==> config.mk <==
export PLATFORM = sky130hd
export DESIGN_NAME = iq_pair_sequencer_flat
export DESIGN_NICKNAME = d
export VERILOG_FILES = /design/src/rtl/iq_pair_sequencer_pkg.sv /design/src/rtl/iq_pair_sequencer_if.sv /design/src/rtl/iq_pair_sequencer_capture.sv /design/src/rtl/iq_pair_sequencer.sv /design/src/flat_wrapper.sv
export SDC_FILE = /design/constraint.sdc
export NUM_CORES = 1
export LEC_CHECK = 0
export ABC_AREA = 0
export CAP_MARGIN = 25
export CORE_ASPECT_RATIO = 1.25
export CORE_MARGIN = 3
export CORE_UTILIZATION = 56
export DETAILED_ROUTE_END_ITERATION = 16
export MAX_ROUTING_LAYER = met4
export PLACE_DENSITY = 0.86
export RECOVER_POWER = 100
export SYNTH_ARGS = -nofsm -noshare
export SYNTH_HDL_FRONTEND = slang
export SYNTH_SLANG_ARGS = --single-unit
==> constraint.sdc <==
create_clock -name clk -period 1.65 [get_ports clk]
set_input_delay 0.4125 -clock clk [delete_from_list [all_inputs] [get_ports clk]]
set_output_delay 0.4125 -clock clk [all_outputs]
set_load 0.02 [all_outputs]
==> src/rtl/iq_pair_sequencer_pkg.sv <==
// Shared types and default geometry for the iq_demod sample path.
// Latency: n/a (types and constants only).
// Backpressure: n/a.
package iq_demod_pkg;

  localparam int IQ_SAMPLE_W  = 5;
  localparam int IQ_N_SAMPLES = 10;
  localparam int IQ_SEL_W     = 3;

  typedef logic [IQ_SAMPLE_W-1:0] iq_sample_t;
  typedef logic [IQ_SEL_W-1:0]    iq_sel_t;

  typedef enum logic {
    EMPTY = 1'b0,
    SWEEP = 1'b1
  } iq_seq_state_t;

  // True when a select of sel_w bits can address every pair of the window.
  function automatic bit iq_sel_fits(input int sel_w, input int n_samples);
    return (1 << sel_w) >= (n_samples / 2);
  endfunction

endpackage

==> src/rtl/iq_pair_sequencer_if.sv <==
// Sample input and pair-mux output bundle of the pair sequencer.
// Latency: n/a (wires only).
// Backpressure: pair_ready stalls the pair sweep; the sample side has none.
interface iq_pair_sequencer_if
  import iq_demod_pkg::*;
#(
  parameter int SAMPLE_W  = IQ_SAMPLE_W,
  parameter int N_SAMPLES = IQ_N_SAMPLES,
  parameter int SEL_W     = IQ_SEL_W
);

  logic [SAMPLE_W-1:0]           sample_in;
  logic                          sample_valid;
  logic [N_SAMPLES*SAMPLE_W-1:0] win_out;
  logic [SEL_W-1:0]              sel;
  logic                          pair_valid;
  logic                          pair_ready;
  logic                          last_pair;

  // Sequencer side: consumes samples, presents pairs.
  modport master (
    input  sample_in, sample_valid, pair_ready,
    output win_out, sel, pair_valid, last_pair
  );

  // Front end + correlator side.
  modport slave (
    output sample_in, sample_valid, pair_ready,
    input  win_out, sel, pair_valid, last_pair
  );

endinterface

==> src/rtl/iq_pair_sequencer_capture.sv <==
// Capture bank: writes accepted samples into consecutive slots of one window.
// Latency: window_done pulses the cycle after the edge that accepts the last sample.
// Backpressure: none; every sample_valid beat is written.
module iq_sample_capture
  import iq_demod_pkg::*;
#(
  parameter int SAMPLE_W  = IQ_SAMPLE_W,
  parameter int N_SAMPLES = IQ_N_SAMPLES
) (
  input  logic                          clk,
  input  logic                          rst,
  input  logic [SAMPLE_W-1:0]           sample_in,
  input  logic                          sample_valid,
  output logic                          window_done,
  output logic [N_SAMPLES*SAMPLE_W-1:0] cap_bank
);

  localparam int             CNT_W    = $clog2(N_SAMPLES);
  localparam logic [CNT_W-1:0] CNT_LAST = CNT_W'(N_SAMPLES - 1);

  logic [CNT_W-1:0] cnt;

  // Slot write, slot counter wrap and one-cycle completion pulse.
  always_ff @(posedge clk) begin
    if (rst) begin
      cnt         <= '0;
      window_done <= 1'b0;
      cap_bank    <= '0;
    end else begin
      window_done <= 1'b0;
      if (sample_valid) begin
        for (int k = 0; k < N_SAMPLES; k++) begin
          if (cnt == CNT_W'(k)) begin
            cap_bank[k*SAMPLE_W +: SAMPLE_W] <= sample_in;
          end
        end
        if (cnt == CNT_LAST) begin
          cnt         <= '0;
          window_done <= 1'b1;
        end else begin
          cnt <= cnt + 1'b1;
        end
      end
    end
  end

endmodule

==> src/rtl/iq_pair_sequencer.sv <==
// Window-to-pair sequencer feeding the iq_demod pair mux; optional IQ_PAIR_SEQ_OVF_CNT_EN adds ovf_count.
// Latency: window presented 1 cycle after the window_done pulse, 2 edges after the last sample.
// Backpressure: pair_ready holds sel/win_out; a window completing mid-sweep is dropped and flagged.
module iq_pair_sequencer
  import iq_demod_pkg::*;
#(
  parameter int SAMPLE_W  = IQ_SAMPLE_W,
  parameter int N_SAMPLES = IQ_N_SAMPLES,
  parameter int SEL_W     = IQ_SEL_W
) (
  input  logic                 clk,
  input  logic                 rst,
  iq_pair_sequencer_if.master  bus,
  output logic                 overflow
`ifdef IQ_PAIR_SEQ_OVF_CNT_EN
  ,
  output logic [7:0]           ovf_count
`endif
);

  localparam int               N_PAIRS  = N_SAMPLES / 2;
  localparam logic [SEL_W-1:0] SEL_LAST = SEL_W'(N_PAIRS - 1);

  if (N_SAMPLES % 2 != 0) begin : g_odd_window
    $error("iq_pair_sequencer: N_SAMPLES must be even");
  end
  if (!iq_sel_fits(SEL_W, N_SAMPLES)) begin : g_sel_narrow
    $error("iq_pair_sequencer: SEL_W too small for N_SAMPLES/2 pairs");
  end

  iq_seq_state_t                 state;
  logic [N_SAMPLES*SAMPLE_W-1:0] win_q;
  logic [SEL_W-1:0]              sel_q;
  logic                          pv_q;
  logic                          window_done;
  logic [N_SAMPLES*SAMPLE_W-1:0] cap_bank;
  logic                          hs;
  logic                          final_hs;
  logic                          drop;

  iq_sample_capture #(
    .SAMPLE_W  (SAMPLE_W),
    .N_SAMPLES (N_SAMPLES)
  ) u_capture (
    .clk          (clk),
    .rst          (rst),
    .sample_in    (bus.sample_in),
    .sample_valid (bus.sample_valid),
    .window_done  (window_done),
    .cap_bank     (cap_bank)
  );

  assign hs       = pv_q && bus.pair_ready;
  assign final_hs = hs && (sel_q == SEL_LAST);
  // A finished window only has somewhere to go when the output bank is idle or freeing up now.
  assign drop     = window_done && (state == SWEEP) && !final_hs;

  assign bus.win_out    = win_q;
  assign bus.sel        = sel_q;
  assign bus.pair_valid = pv_q;
  assign bus.last_pair  = pv_q && (sel_q == SEL_LAST);

  // Output-bank FSM: load on completion, step sel per handshake, reload back-to-back without a bubble.
  always_ff @(posedge clk) begin
    if (rst) begin
      state    <= EMPTY;
      win_q    <= '0;
      sel_q    <= '0;
      pv_q     <= 1'b0;
      overflow <= 1'b0;
    end else begin
      if (drop) begin
        overflow <= 1'b1;
      end
      case (state)
        EMPTY: begin
          if (window_done) begin
            win_q <= cap_bank;
            sel_q <= '0;
            pv_q  <= 1'b1;
            state <= SWEEP;
          end
        end
        SWEEP: begin
          if (final_hs) begin
            sel_q <= '0;
            if (window_done) begin
              win_q <= cap_bank;
              pv_q  <= 1'b1;
            end else begin
              pv_q  <= 1'b0;
              state <= EMPTY;
            end
          end else if (hs) begin
            sel_q <= sel_q + 1'b1;
          end
        end
        default: begin
          state <= EMPTY;
          pv_q  <= 1'b0;
          sel_q <= '0;
        end
      endcase
    end
  end

`ifdef IQ_PAIR_SEQ_OVF_CNT_EN
  // Saturating count of dropped windows.
  always_ff @(posedge clk) begin
    if (rst) begin
      ovf_count <= '0;
    end else if (drop && (ovf_count != 8'hFF)) begin
      ovf_count <= ovf_count + 1'b1;
    end
  end
`endif

endmodule

==> src/flat_wrapper.sv <==
// flat-port wrapper written by rule: the top's interface ports become plain ports
module iq_pair_sequencer_flat import iq_demod_pkg::*;
#(
  parameter int SAMPLE_W  = IQ_SAMPLE_W,
  parameter int N_SAMPLES = IQ_N_SAMPLES,
  parameter int SEL_W     = IQ_SEL_W
)
  (clk, rst, overflow, bus_sample_in, bus_sample_valid, bus_pair_ready, bus_win_out, bus_sel, bus_pair_valid, bus_last_pair);
  iq_pair_sequencer_if #(.SAMPLE_W(SAMPLE_W), .N_SAMPLES(N_SAMPLES), .SEL_W(SEL_W)) bus_i ();
  input  logic clk;
  input  logic rst;
  output logic overflow;
  input wire logic [$bits(bus_i.sample_in)-1:0] bus_sample_in;
  input wire logic [$bits(bus_i.sample_valid)-1:0] bus_sample_valid;
  input wire logic [$bits(bus_i.pair_ready)-1:0] bus_pair_ready;
  output wire logic [$bits(bus_i.win_out)-1:0] bus_win_out;
  output wire logic [$bits(bus_i.sel)-1:0] bus_sel;
  output wire logic [$bits(bus_i.pair_valid)-1:0] bus_pair_valid;
  output wire logic [$bits(bus_i.last_pair)-1:0] bus_last_pair;
  assign bus_i.sample_in = bus_sample_in;
  assign bus_i.sample_valid = bus_sample_valid;
  assign bus_i.pair_ready = bus_pair_ready;
  assign bus_win_out = bus_i.win_out;
  assign bus_sel = bus_i.sel;
  assign bus_pair_valid = bus_i.pair_valid;
  assign bus_last_pair = bus_i.last_pair;
  iq_pair_sequencer #(.SAMPLE_W(SAMPLE_W), .N_SAMPLES(N_SAMPLES), .SEL_W(SEL_W)) u_core (.clk(clk), .rst(rst), .bus(bus_i), .overflow(overflow));
endmodule
==> flow_results.org, run 1 <==
#+TITLE: Synthesis and PnR summary

** Logic synthesis
- Yosys stat counts 603 cells in the synthesized netlist.
- In the post-synthesis netlist, the cell with the most instances is sky130_fd_sc_hd__dfxtp_1.
- The area fraction of the largest cell type after synthesis is 39.60%.
- The cell type that accounts for the most area after synthesis is sky130_fd_sc_hd__dfxtp_1.
- Of the total synthesized cell area, the portion taken by XOR and XNOR cells is 0.4682%.
- In this run, the synthesized area fraction spent on adder and majority cells is recorded as 0.4459%.
- Dominant kind of combinational cell :: simple AND/OR/NAND/NOR gates
- Area fraction in compound gates after synthesis :: around 14%
- The commonest cells after synthesis are sky130_fd_sc_hd__dfxtp_1, sky130_fd_sc_hd__nand2_1, sky130_fd_sc_hd__nand2b_1.
- Count of synthesis-stage warnings from yosys :: 0
- Dominant cells by area after synthesis :: sky130_fd_sc_hd__dfxtp_1, sky130_fd_sc_hd__mux2i_1, sky130_fd_sc_hd__nand4b_1
- After technology mapping, the gate count stands at about 600.
- After synthesis, the mean cell area works out to 9.306 um^2.
- The synthesis report names the predominant flop master as sky130_fd_sc_hd__dfxtp_1.
- Fraction of synthesis flops using an asynchronous set or reset pin :: 0%

** Power and ir drop
- Combinational logic burns 4.6% of the power.
- Clock share of power :: approximately 45%
- Per the breakdown, switching nets consume 20.96% of all power.

** Detailed routing
- Summed over all nets, wire length on met3 after detailed routing comes to between 500 and 600 um.
- Dividing the detail-routed wire length by the instance count gives 17.89 um.
- DRC marker count from the first detailed-route iteration :: 315
- Number of DRC violations after detailed routing :: 0

** Outcome
- The run finished with clean final reports.

** Finish
- Final core utilization :: 67.53%
- Relative to the synthesized area, the layout overhead comes to 16.83%.
- Final nets :: about 640
- Summing all multi-input logic gate instances after layout gives 2990 um^2.

** Worst setup path
- The required time at the worst endpoint is listed as 1240 ps.
- STA classifies the critical path startpoint as a register.
- Launching instance or port of the critical path :: u_core.bus.sel[1]
- Worst setup slack for register-to-register paths :: 110 ps
- The worst register-to-register path ends at u_core.bus.pair_valid.
- CP arrival :: 1190 ps
- In this run the critical register-to-register path is launched from u_core.u_capture.window_done.

** CTS
- Number of buffers created by CTS :: 9
- TritonCTS reports the number of clock sinks as ~110.
- The H-tree was split into 3 levels.
- The timing report gives the clock slew at the launch and capture registers of the worst setup and hold paths as 70 ps.
- TritonCTS clock tree :: built

** Global routing
- met2 is the most crowded layer.
- The global routing report lists combined usage of all routing layers as 25.27%.
- Summed over all layers, the global routing overflow is 0.
- Antenna violations before repair :: 0

** Final timing
- Final critical-path setup slack :: 45.13 ps
- Minimum clock period after layout :: 1605 ps
- OpenROAD reports that the post-layout worst path occupies around 97% of the period.
- At the pin with the least slew margin, the transition time is between 600 and 700 ps.
- For this run, the top clock speed supported by timing is 0.6231 GHz.
- After routing, the total negative slack on setup checks comes to 0 ps.
- The final timing report lists a max-slew violation count of 0.
- Checking max transition, the worst relative margin is 57.15%.

** Placement
- Weighted congestion at the end of routability-driven global placement :: 0.7892
- Placed Instances :: 747
- According to the dpl log, the detail-placed design has an HPWL of 8463 um.

** Floorplan
- Total number of placement rows :: 40
- Core region area :: just under 10000 um^2
- Fp util :: 57.80%

** Min path
- Hold Path Class :: register to register
- Depth of the worst hold-timing path :: 2
- End point of the worst hold path :: u_core.overflow

** Run
- Number of logged tool warnings :: 30
## run 1: power groups by stage
stage               Sequential (W)  Combinational [W]  Clock, W
floorplan                  0.00278           0.000197         0
global placement           0.00279           0.000241         0
detailed placement         0.00279           0.000252         0
CTS                        0.00273           0.000254   0.00246
global route               0.00273           0.000269   0.00255
finish                     0.00273           0.000252   0.00245
## run 1: repair_timing
action,in CTS,in global routing
resized,59,13
setup endpoints to repair,56,7
setup buffers,0,0
endpoints found under the hold margin,0,0
pin swaps,0,1
## run 1: how the worst max path moves through the flow
stage,endpoint,cells after the start
finish,bus_last_pair,4
global route,bus_last_pair,4
CTS,bus_last_pair,4
detailed placement,u_core.u_capture.cap_bank[36],4
global placement,u_core.bus.win_out[7],4
floorplan,u_core.bus.win_out[10],7
## run 1: sequential cells by signal, indices dropped and copies added (netlist names)
signal                        flops
u_core.bus.sel                    3
u_core.u_capture.cap_bank        50
u_core.state                      1
u_core.overflow                   1
u_core.bus.pair_valid             1
u_core.bus.win_out               50
u_core.u_capture.cnt              4
u_core.u_capture.window_done      1
## run 1: critical path: stages, from the launching register on
cell and delay, ps:
sky130_fd_sc_hd__dfxtp_2 330, sky130_fd_sc_hd__inv_1 40, sky130_fd_sc_hd__ha_2 180, sky130_fd_sc_hd__and3_4 170, sky130_fd_sc_hd__buf_6 120
## run 1: final cells by class
| class | count | area share [%] |
|---|---|---|
| Timing Repair Buffer | 92 | 12.65 |
| Clock buffer | 10 | 3.492 |
| Multi-Input combinational cell | 415 | 45.61 |
| Inverter | 3 | 0.1718 |
| Clock inverter | 6 | 1.660 |
| Sequential cell | 111 | 34.01 |
| Tap cell | 126 | 2.405 |
Run 1, selected gate families:
Scale bar: 20 um.
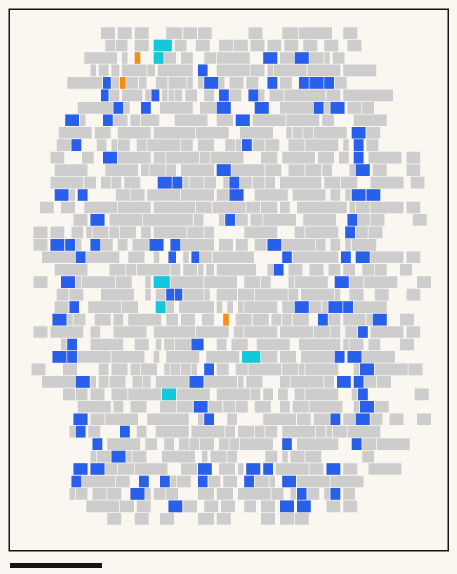
Key: orange = inv cells [cells 3]; cyan = and/or cells [cells 6]; blue = aoi and oai cells [cells 110, where spread over the die]
logic gate fraction of the total cell area: 45.61%
highest-count logic cell in the final layout: sky130_fd_sc_hd__dfxtp_1
Cell Count, Final, Fillers Out: 763

Run 1, pin placement:
Pins as bars across the die edge, other pins in gray.
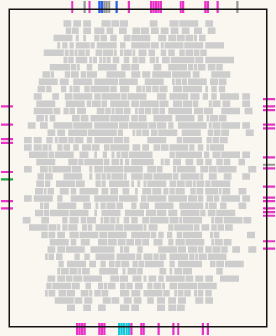
Key: cyan = `bus_sample_in` [pins 5, direction input, edge south]; magenta = `bus_win_out` [pins 50, direction output, edge 15 east, 15 south, 13 north, 7 west]; green = `bus_sample_valid` [pins 1, direction input, edge west]; blue = `bus_sel` [pins 3, direction output, edge north]
All pins by edge: 21 north, 20 south, 16 east, 8 west.
count of input and output buffers: 64
die boundary width: 95.54 um
Die H: 117.9 um

Run 1, clock wiring as the flow saved it:
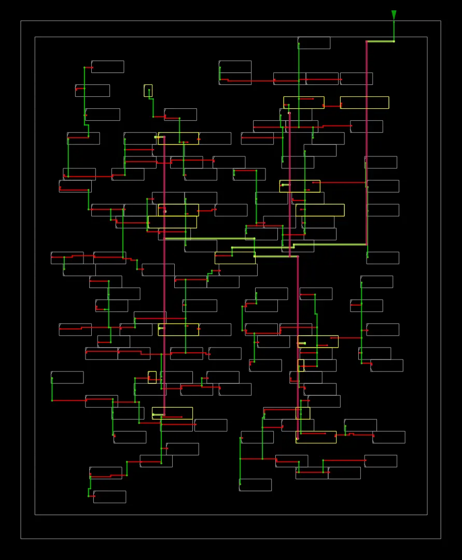
flip-flops: 111
post-route clock skew: 3.905 ps
latest clock arrival within the worst-skew pair: 350 ps

Run 1, wiring by layer:
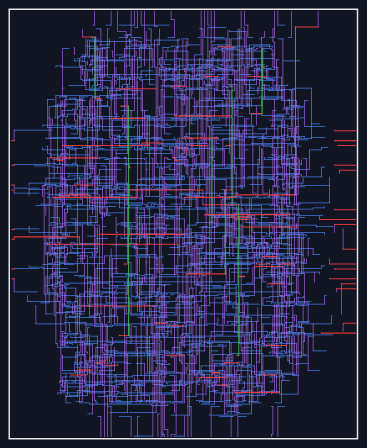
Key: green = M4 [wire length 265 um]; purple = M2 [wire length 7100 um]; red = M3 [wire length 582 um]; blue = M1 [wire length 5700 um]

==> inputs of run 2 (changes only) <==
--- a/config.mk
+++ b/config.mk
@@ -14,6 +14,7 @@
 export MAX_ROUTING_LAYER = met4
 export PLACE_DENSITY = 0.86
 export RECOVER_POWER = 100
+export REMOVE_ABC_BUFFERS = 1
 export SYNTH_ARGS = -nofsm -noshare
 export SYNTH_HDL_FRONTEND = slang
 export SYNTH_SLANG_ARGS = --single-unit
Run 2, pin placement:
Pins as bars across the die edge, other pins in gray.
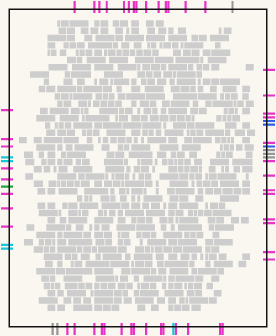
Key: magenta = `bus_win_out` [pins 50, direction output, edge 15 south, 14 north, 13 east, 8 west]; blue = `bus_sel` [pins 3, direction output, edge east]; green = `bus_sample_valid` [pins 1, direction input, edge west]; cyan = `bus_sample_in` [pins 5, direction input, edge 4 west, 1 south]
All pins by edge: 19 east, 18 south, 15 north, 13 west.

Run 2, wiring by layer:
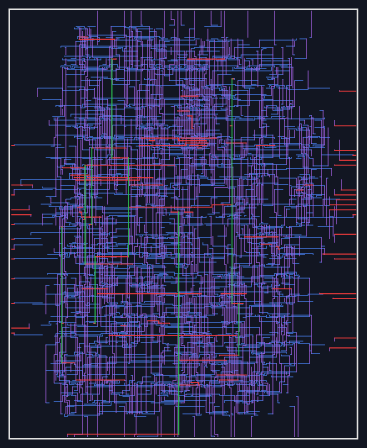
Key: purple = M2 [wire length 7080 um]; green = M4 [wire length 296 um]; blue = M1 [wire length 5990 um]; red = M3 [wire length 594 um]
via count: 4901
routed wire length: 13960 um

Run 2, register map, names as in the netlist:
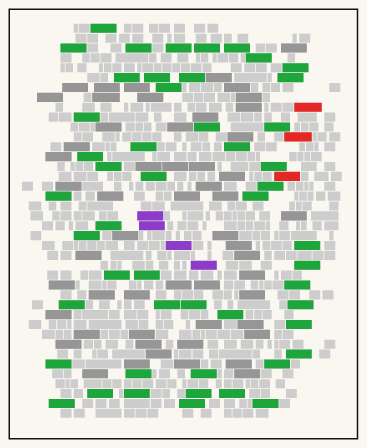
Key: green = `u_core.bus.win_out` [flops 50, where spread over the die]; red = `u_core.bus.sel` [flops 3]; purple = `u_core.u_capture.cnt` [flops 4, where center]
Another 54 sequential cells are not colored.

==> run 2 against run 1 <==
Register-to-register slack worse by 20 ps. Hold slack worse by 27 ps. Die size unchanged. Clock-buffer cell count up 3. Setup slack worse by 3.5 ps. Global-route usage up 0.32 points. Critical path depth unchanged. Non-clock buffer count unchanged. Clock skew up 1.5 ps. Clock power down 14%. Power down 6.1%.
==> flow_results.org, run 2 <==
#+TITLE: Synthesis and PnR summary

** Outcome
- Run status :: complete, no violations

** Global routing
- For this run, the total global-route usage over all layers was measured as 25.60%.
- Peak-usage layer in the global routing report :: met2

** Finish
- Clock buffer cells :: 13
- Flip-flops :: roughly 110
- Biggest area consumer among cell classes :: logic gates
- Cell Count, Final, Fillers Out :: about 760
- The net count of the finished layout is 644.
- The final layout report lists a non-clock inverter count of 3.
- Logic gate fraction of the total cell area :: 45.88%
- Measured on the final layout, buffering overhead outside the clock network stands at 13.21%.
- The finished layout reports a core utilization of 67.50%.
- Number of buffers other than clock buffers in the final layout :: around 90
- Total number of multi-input combinational cells :: ~420
- Across the whole layout, storage elements make up 33.96% of the cell area.
- Area growth from synthesis to final layout :: 16.79%

** Floorplan
- Die H :: 117.9 um
- Fp util :: between 50% and 60%
- Inserted tap cell count :: 126
- Core region area :: 9709 um^2

** Logic synthesis
- Summed over all instances, the cell type with the most area after synthesis is sky130_fd_sc_hd__dfxtp_1.
- Mean Syn Cell Area :: 9.306 um^2
- Dominant cells by area after synthesis :: sky130_fd_sc_hd__dfxtp_1, sky130_fd_sc_hd__mux2i_1, sky130_fd_sc_hd__nand4b_1
- Count of synthesis-stage warnings from yosys :: 0
- Post-synthesis cell type with the largest instance count :: sky130_fd_sc_hd__dfxtp_1
- Area fraction in compound gates after synthesis :: 14.36%
- Cell count listed in synth_stat.txt :: around 600
- Yosys reported that registers with async set or reset make up 0%.
- Of the total synthesized cell area, the portion taken by XOR and XNOR cells is 0.4682%.
- Number of instances in the synthesized netlist :: 603
- Top_reg_cell synth :: sky130_fd_sc_hd__dfxtp_1

** Final timing
- OpenROAD reports that the post-layout worst path occupies 97.48% of the period.
- Per the slew report, the remaining headroom to the max-slew limit stands at between 50% and 60%.
- Setup TNS after final layout :: 0 ps
- In this build the clock could be raised as far as 0.6218 GHz.
- In the final run the clock tree shows a worst skew of 5.421 ps.
- Minimum clock period after layout :: 1608 ps
- The final timing report lists a max-slew violation count of 0.
- Measured slew at the worst slew-check pin :: 622.5 ps

** CTS
- CTS clk-pin slew, worst paths :: 70 ps
- At the later pin of the worst-skew pair, clock insertion delay measures 350 ps.
- Once the clock tree was built, the setup fixing pass inserted 0 buffers.
- The clock drives 111 sinks.
- Clock tree synthesis inserted a total of 9 buffers.

** Detailed routing
- The violation tally recorded at the end of detailed-routing iteration 0 is 531.
- In the routed design, unresolved DRC markers number 0.

** Placement
- The placement summary gives the final routability congestion estimate as between 0.7 and 0.8.
- Count of input and output buffers :: roughly 64
- Placed Instances :: 747

** Run
- Number of logged tool warnings :: 31

** Min path
- Hold Path Class :: register to register

** Worst setup path
- Setup crit start kind :: register
- According to the timing report, the arrival time at the worst endpoint equals approximately 1200 ps.
- Required time at the worst-slack endpoint :: 1240 ps
run 2: cell counts after synthesis:
No cell type changed its count.
run 2: power by group:
group	internal (W)	switching, W
combinational	0.000121	0.000143
sequential	0.00270	0.0000292
clock	0.00115	0.000952
total	0.00398	0.00112
run 2: repair_timing:
| item | CTS | global route |
|---|---|---|
| resized | 63 | 26 |
| pin swaps | 0 | 1 |
| endpoints found under the setup margin | 59 | 36 |
| cloned | 0 | 1 |
run 2: critical path: stages, from the launching register on:
cell and delay [ps]:
sky130_fd_sc_hd__dfxtp_2 330, sky130_fd_sc_hd__inv_2 50, sky130_fd_sc_hd__ha_2 170, sky130_fd_sc_hd__and3_4 180
sky130_fd_sc_hd__buf_6 110
run 2: worst paths after layout:
check,cells after the start,to,slack [ps],startpoint
worst min-delay path,2,u_core.overflow,470,u_core.overflow
worst max-delay path,4,bus_last_pair,40,u_core.bus.sel[0]
worst max register to register,6,u_core.bus.win_out[8],90,u_core.bus.sel[0]
worst min register to register,2,u_core.overflow,470,u_core.overflow
run 2: per-stage QoR:
| stage | setup WS (ps) | hold WS, ps | total power, W | area, um^2 |
|---|---|---|---|---|
| floorplan | -2543 | 461.4 | 0.002904 | 5205 |
| detailed placement | -243.3 | 467.0 | 0.003056 | 6327 |
| global route | 1.888 | 489.8 | 0.005240 | 6554 |
| global placement | -232.1 | 454.0 | 0.003042 | 6300 |
| finish | 41.66 | 467.9 | 0.005101 | 6554 |
| CTS | -56.34 | 478.4 | 0.005109 | 6541 |
run 2: cells by family (layout without fill, tap and decap cells):
logic type      Yosys count  in the layout
simple gates            250            251
flops                   111            111
compound gates          110            110
buf+inv                  77            111
mux                      50             50
xor+xnor                  3              3
fa+ha+maj                 2              2
==> inputs of run 3 (changes only) <==
--- a/config.mk
+++ b/config.mk
@@ -9,10 +9,10 @@
 export CAP_MARGIN = 25
 export CORE_ASPECT_RATIO = 1.25
 export CORE_MARGIN = 3
-export CORE_UTILIZATION = 56
+export CORE_UTILIZATION = 45
 export DETAILED_ROUTE_END_ITERATION = 16
 export MAX_ROUTING_LAYER = met4
-export PLACE_DENSITY = 0.86
+export PLACE_DENSITY = 0.72
 export RECOVER_POWER = 100
 export REMOVE_ABC_BUFFERS = 1
 export SYNTH_ARGS = -nofsm -noshare
Run 3, clock wiring as the flow saved it:
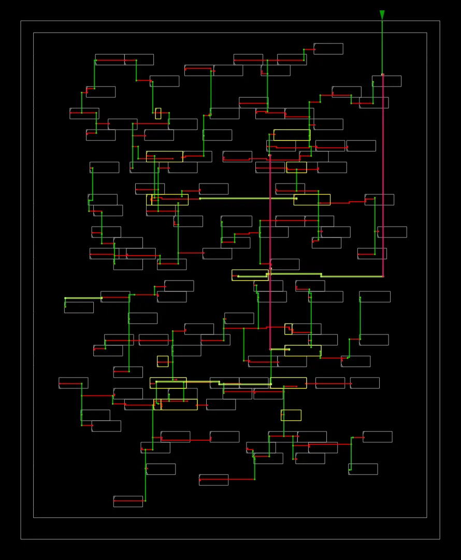
power of the clock network: 0.00205 W
latest clock arrival within the worst-skew pair: 340 ps
sinks on the clock net: 111
number of buffers created by CTS: 9

Run 3, selected gate families:
Scale bar: 20 um.
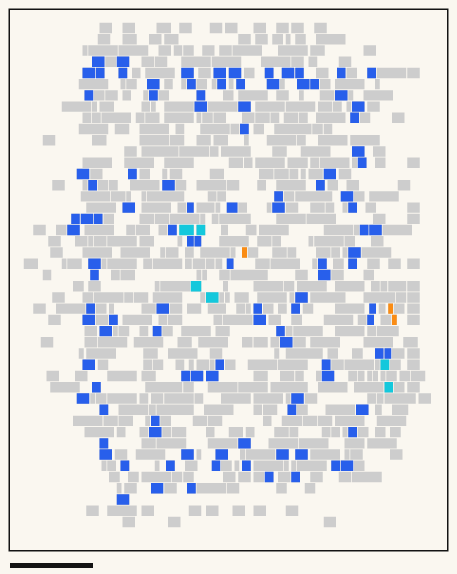
Key: cyan = and/or cells [cells 6]; orange = inv cells [cells 3]; blue = aoi and oai cells [cells 110]

Run 3, pin placement:
Pins as bars across the die edge, other pins in gray.
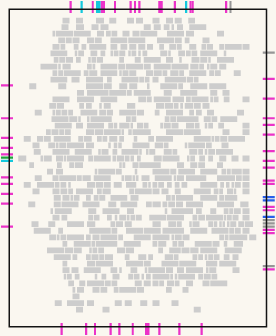
Key: green = `bus_sample_valid` [pins 1, direction input, edge west]; magenta = `bus_win_out` [pins 50, direction output, edge 15 east, 14 north, 11 south, 10 west]; blue = `bus_sel` [pins 3, direction output, edge east]; cyan = `bus_sample_in` [pins 5, direction input, edge 4 north, 1 west]
All pins by edge: 23 east, 19 north, 12 west, 11 south.

==> run 3 against run 2 <==
Clock skew rose by 2.3 ps. Clock power fell by 2%. Die size rose by 23%. Synthesized area did not move. Non-clock buffer count rose by 1. Combinational power barely moved. Critical path type unchanged. Highest routed layer unchanged.
==> flow_results.org, run 3 <==
#+TITLE: Synthesis and PnR summary

** Final timing
- Hold WS :: 466.4 ps
- Final critical-path share of the clock period :: 97.58%
- The clock period could shrink to 1610 ps.
- Measured slew at the worst slew-check pin :: 441.5 ps
- The max-slew check reports its worst relative slack as 70.56%.
- Derived from the worst setup path, the maximum achievable clock frequency is 0.6211 GHz.

** Finish
- Final nets :: 644
- For the completed layout, the total cell area is recorded as approximately 6600 um^2.
- Highest-count logic cell in the final layout :: sky130_fd_sc_hd__dfxtp_1
- Final core utilization :: a little over half
- Area growth from synthesis to final layout :: 17.64%

** Placement
- Count of input and output buffers :: 64
- The placement summary gives the final routability congestion estimate as 0.7869.
- Detailed placer's ending HPWL :: 8064 um

** Logic synthesis
- Number of instances in the synthesized netlist :: 603
- Cell accounting for the most synthesized area :: sky130_fd_sc_hd__dfxtp_1
- For reference, the top cells by area after synthesis are sky130_fd_sc_hd__dfxtp_1, sky130_fd_sc_hd__mux2i_1, sky130_fd_sc_hd__nand4b_1.
- Count of synthesis-stage warnings from yosys :: 0
- Yosys reports that the most numerous cell types are sky130_fd_sc_hd__dfxtp_1, sky130_fd_sc_hd__nand2_1, sky130_fd_sc_hd__nand2b_1.
- In the post-synthesis netlist, the cell with the most instances is sky130_fd_sc_hd__dfxtp_1.
- Counting flops with an async set or reset pin after synthesis yields a share of 0%.
- Mean Syn Cell Area :: 9.306 um^2
- Top_reg_cell synth :: sky130_fd_sc_hd__dfxtp_1
- Max-area cell share :: 39.60%

** Power and ir drop
- Power group with the largest share :: sequential cells
- Clock share of power :: 40.6%
- Summed over all nets, the switching power comes to 0.001113 W.
- After layout, the design draws a total of 0.005043 W.
- Fraction of power consumed by sequential logic :: 54.1%
- Combinational logic is responsible for 5.3% of the overall power.
- Seq group :: 0.00273 W
- Sw Share :: 22.07%
- The internal power of the cells totals 0.003930 W.
- Power attributed to combinational cells :: 0.000265 W

** Worst setup path
- In this run the critical register-to-register path is captured at u_core.bus.win_out[26].
- Crit path max-delay family :: flip-flops
- Looking at the reg2reg group, the worst path starts from u_core.bus.sel[0].
- In this run the worst setup path begins at u_core.bus.sel[0].
- Buffering stage count on the worst path with inverters included :: 2
- The largest single stage delay on the critical path is 320 ps.
- Logic depth along the worst register-to-register path is recorded as 6.
- Required time at the worst-slack endpoint :: 1240 ps
- The critical path crosses 4 cells after its start point.
- CP arrival :: 1200 ps
- Looking at the critical path, the single cell with the biggest stage delay is sky130_fd_sc_hd__dfxtp_2.
- Worst setup slack for register-to-register paths :: 80 ps

** Detailed routing
- Met3 wirelength from detailed routing :: 496 um
- Per the log, the first TritonRoute iteration ended with a DRC count of 277.
- Detail-routed net length per standard cell :: 16.69 um
- The DRC violation total left in the routed layout is recorded as 0.
- Via count :: 4735

** Run
- The logs give a warning total of 31.

** Floorplan
- Die boundary width :: 105.9 um
- Die H :: 130.9 um
- Fp util :: 46.14%
- Total number of placement rows :: about 45
- Core region area :: roughly 12000 um^2

** Global routing
- Peak-usage layer in the global routing report :: met2
- The initial antenna violation count is 0.
- After global routing the overflow that remains totals 0.

** CTS
- CTS clk-pin slew, worst paths :: 70 ps
- CTS H-tree lvls :: 3

** Min path
- Checking hold timing, the worst path is listed with class register to register.

** Outcome
- Run status :: complete, no violations
-- run 3: cell counts after synthesis --
Identical to the previous run, type by type.
-- run 3: cells by family (layout without fill, tap and decap cells) --
kind of cell / count (synthesis) / count (layout) / synth area share [%]
XOR/XNOR: 3 / 3 / 0.4683
buffers and inverters: 77 / 112 / 7.447
AND-OR/OR-AND: 110 / 110 / 14.36
multiplexers: 50 / 50 / 8.919
flip-flops: 111 / 111 / 39.60
AND/OR/NAND/NOR: 250 / 250 / 28.76
adder cells (fa/ha/maj): 2 / 2 / 0.4459
-- run 3: metrics by stage --
stage / cells / TNS, ps / worst slack (ps)
after global routing: 802 / -0.5196 / -0.5196
after global placement: 785 / -19700 / -292.5
after detailed placement: 786 / -14360 / -234.6
after CTS: 802 / -30.73 / -30.73
final: 802 / 0 / 39.90
after floorplan: 529 / -132380 / -2543
-- run 3: repair_timing --
action / in CTS / in global routing
buffers inserted: 0 / 0
hold buffers: 0 / 0
setup endpoints to repair: 56 / 5
gates resized: 59 / 9
-- run 3: how the worst min path moves through the flow --
stage,end,slack (ps),cells after the start
after global placement,u_core.overflow,450,2
after detailed placement,u_core.overflow,460,2
after CTS,u_core.overflow,470,2
after global routing,u_core.u_capture.cap_bank[23],520,2
final,u_core.overflow,470,2
after floorplan,u_core.u_capture.cap_bank[25],460,2
-- run 3: layout make-up --
cell class,count,share of cell area (%)
Multi-Input combinational cell,415,45.17
Tap cell,164,3.108
Inverter,3,0.1706
Clock inverter,3,0.2654
Timing Repair Buffer,93,13.59
Sequential cell,111,33.76
Clock buffer,13,3.942
-- run 3: tightest hold or removal path, stage by stage, from the launching register on --
cell                      delay, ps
sky130_fd_sc_hd__dfxtp_1        330
sky130_fd_sc_hd__a31oi_1         40
sky130_fd_sc_hd__nor2_1          70
Power is estimated from default activity; no workload was simulated.
